`config.mk`:
```
export PLATFORM = sky130hd
export DESIGN_NAME = register_file
export DESIGN_NICKNAME = d
export VERILOG_FILES = /design/src/rtl/register_file_pkg.sv /design/src/rtl/register_file.sv
export SDC_FILE = /design/constraint.sdc
export NUM_CORES = 1
export LEC_CHECK = 0
export CAP_MARGIN = 20
export CORE_ASPECT_RATIO = 0.9
export CORE_MARGIN = 2
export CORE_UTILIZATION = 50
export CTS_CLUSTER_SIZE = 12
export DETAILED_ROUTE_END_ITERATION = 8
export GPL_TIMING_DRIVEN = 0
export HOLD_SLACK_MARGIN = 0.05
export PLACE_DENSITY = 0.76
export SLEW_MARGIN = 20
export SYNTH_ARGS = -nofsm -noshare
export SYNTH_HDL_FRONTEND = slang
export SYNTH_SLANG_ARGS = --single-unit
```
`constraint.sdc`:
```
create_clock -name clock -period 1.58 [get_ports clock]
set_clock_uncertainty 0.05 [all_clocks]
set_input_delay 0.237 -clock clock [delete_from_list [all_inputs] [get_ports clock]]
set_output_delay 0.237 -clock clock [all_outputs]
set_load 0.01 [all_outputs]
```
`src/rtl/register_file_pkg.sv`:
```
// Shared CPU-core constants used to size the general register file.
package register_file_pkg;

    localparam int WORD_WIDTH     = 16;
    localparam int REG_ADDR_WIDTH = 3;

endpackage

```
`src/rtl/register_file.sv`:
```
// Two-read, one-write general register file with asynchronous clear.
// Reads are combinational from the stored array; writes land on the rising edge.
module register_file
    import register_file_pkg::*;
#(
    parameter int DATA_WIDTH = WORD_WIDTH,
    parameter int ADDR_WIDTH = REG_ADDR_WIDTH
) (
    input  logic                  clock,
    input  logic                  reset_n,
    input  logic                  write,
    input  logic [ADDR_WIDTH-1:0] rs_addr,
    input  logic [ADDR_WIDTH-1:0] rt_addr,
    input  logic [ADDR_WIDTH-1:0] rd_addr,
    input  logic [DATA_WIDTH-1:0] data,
    output logic [DATA_WIDTH-1:0] rs_data,
    output logic [DATA_WIDTH-1:0] rt_data
);

    localparam int NUM_REGS = 1 << ADDR_WIDTH;

    logic [NUM_REGS-1:0][DATA_WIDTH-1:0] regs_q;
    logic [NUM_REGS-1:0][DATA_WIDTH-1:0] regs_d;

    always_comb begin
        regs_d = regs_q;
        if (write) begin
            regs_d[rd_addr] = data;
        end
    end

    always_ff @(posedge clock or negedge reset_n) begin
        if (!reset_n) begin
            regs_q <= '0;
        end else begin
            regs_q <= regs_d;
        end
    end

    // Read straight from the flops: a write in flight is not forwarded.
    assign rs_data = regs_q[rs_addr];
    assign rt_data = regs_q[rt_addr];

endmodule

```
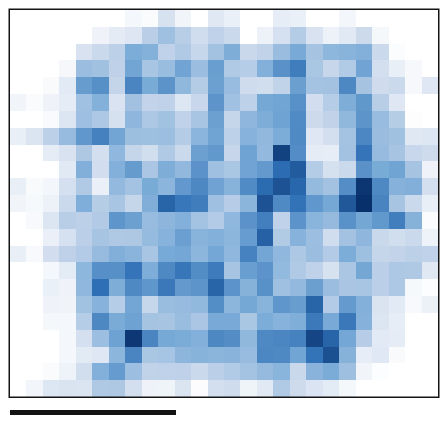
(wire density map)
Scale bar: 50 µm. The die is cut into 26 by 23 equal tiles; white is low, dark blue is high, scaled to the fullest tile. Values are wire area over tile area, all layers added.
- emptiest ninth of the die: upper left
- densest ninth of the die: centre
- mean over tiles: 0.18
vias: 4232
wire per inst: 26.3 µm
GRT Total Usage: 25.1%
Routed WL: 17200 µm

==> deck_impl_summary.md <==
Implementation Results

GRT
  • First-pass GRT wire length: 26900 µm
  • Vias in the first global route: 4492

Timing
  • Peak Freq: 495 MHz
  • Least-Margin Pin Slew: 0.759 ns
  • Period utilisation layout: 128%
  • Relative slew slack: 49.2%
  • Setup violators final: 32
  • Crit path time final: 2.02 ns
  • Final worst slack: -0.438 ns

Placement
  • Placed cells: 614
  • Routability cong.: 0.744
  • Buffers on Ports: 51

Finish
  • Most frequent cells in the layout: 128 x mux2_2, 128 x dfrtp_1, 62 x mux4_2
  • Logic cell area: 0.00348 mm²
  • Max reg flops: 128
  • Sequential cell area: 0.00320 mm²
  • Proportion of layout cells with a drive suffix above 1: 68.6%
  • Synth-to-Final Area Change: 22.2%
  • # diodes: 0

Die
  • Starting Density: 51.8%
  • CORE AREA: 0.0135 mm²
  • Die Wd: 129 µm
  • Die Span Y: 116 µm

Power and ir drop
  • Clock Power Share: 36.3%
  • Power Combinational: 3150 µW
  • Peak supply drop: 849 µV
  • Switching Fraction: 25.1%
  • Tot Pwr: 12100 µW
  • Leak Pwr: 0.00365 µW
  • P_clk: 4400 µW
  • Sequential fraction of design power: 37.7%
  • Int Pwr: 9090 µW

Synth
  • Sequential cell area fraction in the yosys report: 45.8%
  • Top-count cell post-synth: mux2_2
  • Ys flop type: dfrtp_1
  • Warnings, synthesis: 0
  • Distinct cells, synth: 14
  • Top cells by area: dfrtp_1 46%, mux2_2 26%, mux4_1 21%
  • Post-synthesis chip area from yosys: 0.00700 mm²
  • Average size of a mapped cell: 17.8 µm²
  • Area leader share: 45.8%

Outcome
  • Failing checks: negative setup slack
  • Status: finished, violations left

Drt
  • Top Metal Used: met4
  • Vias/cell: 6.45
  • DRT Pass-1 Iters: 5
  • DRT iter0 DRCs: 292
  • Routed wl met2: 8600 µm

CTS
  • Num Clock Sinks: 128
  • Post-cts sizing count: 246
  • Clock buffer depth: 2
  • Number of buffers created by CTS: 17
  • # Post-CTS Setup Buffers: 6

Job
  • Count of tool warnings: 29

Worst setup path
  • Critical Path RT: 1.29 ns
  • WP depth: 3
  • Buffers and inverters on the worst path: 1
  • CP startpoint: regs_q[65]
  • CP Capture Type: output pin
  • Crit path to: rt_data[1]
  • Crit path launch type: register
  • Delay-heaviest family, CP: multiplexers
  • Crit path cell chain: mux4_2, mux2_4, buf_6
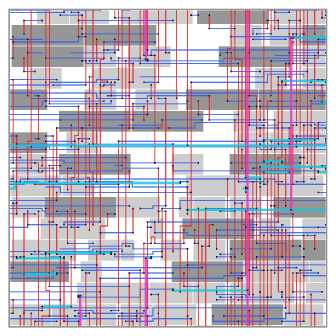
(a small window of the routed layout)
Region (44, 38) to (84, 78) µm. Cells in grey, sequential cells in the stronger grey; small squares are vias.
- red: met2
- magenta: met4
- blue: met1
- cyan: met3
- most frequent: mux2_2 (25), dfrtp_1 (20), mux4_2 (8)
- netlist names of flops here include: regs_q (20)
- sequential cells in the window: 20
- cells with their middle in the window: 74

cell families (layout without fill, tap and decap cells):
| logic type | count (synthesis) | count (layout) | synth area share [%] |
|---|---|---|---|
| buf+inv | 33 | 128 | 3.29 |
| flops | 128 | 128 | 45.8 |
| simple gates | 8 | 8 | 1.59 |
| mux | 224 | 224 | 49.3 |
routing by layer:
metal / vias to the layer above / track usage (%)
met3: 24 / 6.92
met2: 147 / 40.3
met4: 0 / 8.55
met1: 2342 / 33.5
met5: - / 0
li1: 1719 / -
final cells by class:
class                           count  area share [%]
Multi-Input combinational cell    232            40.7
Sequential cell                   128            37.5
Timing Repair Buffer               63            7.89
Clock buffer                       22            5.66
Buffer                             33            3.67
Tap cell                          168            2.46
Clock inverter                     10            2.11
No activity file was given, so power comes from the tool's default toggle rates.
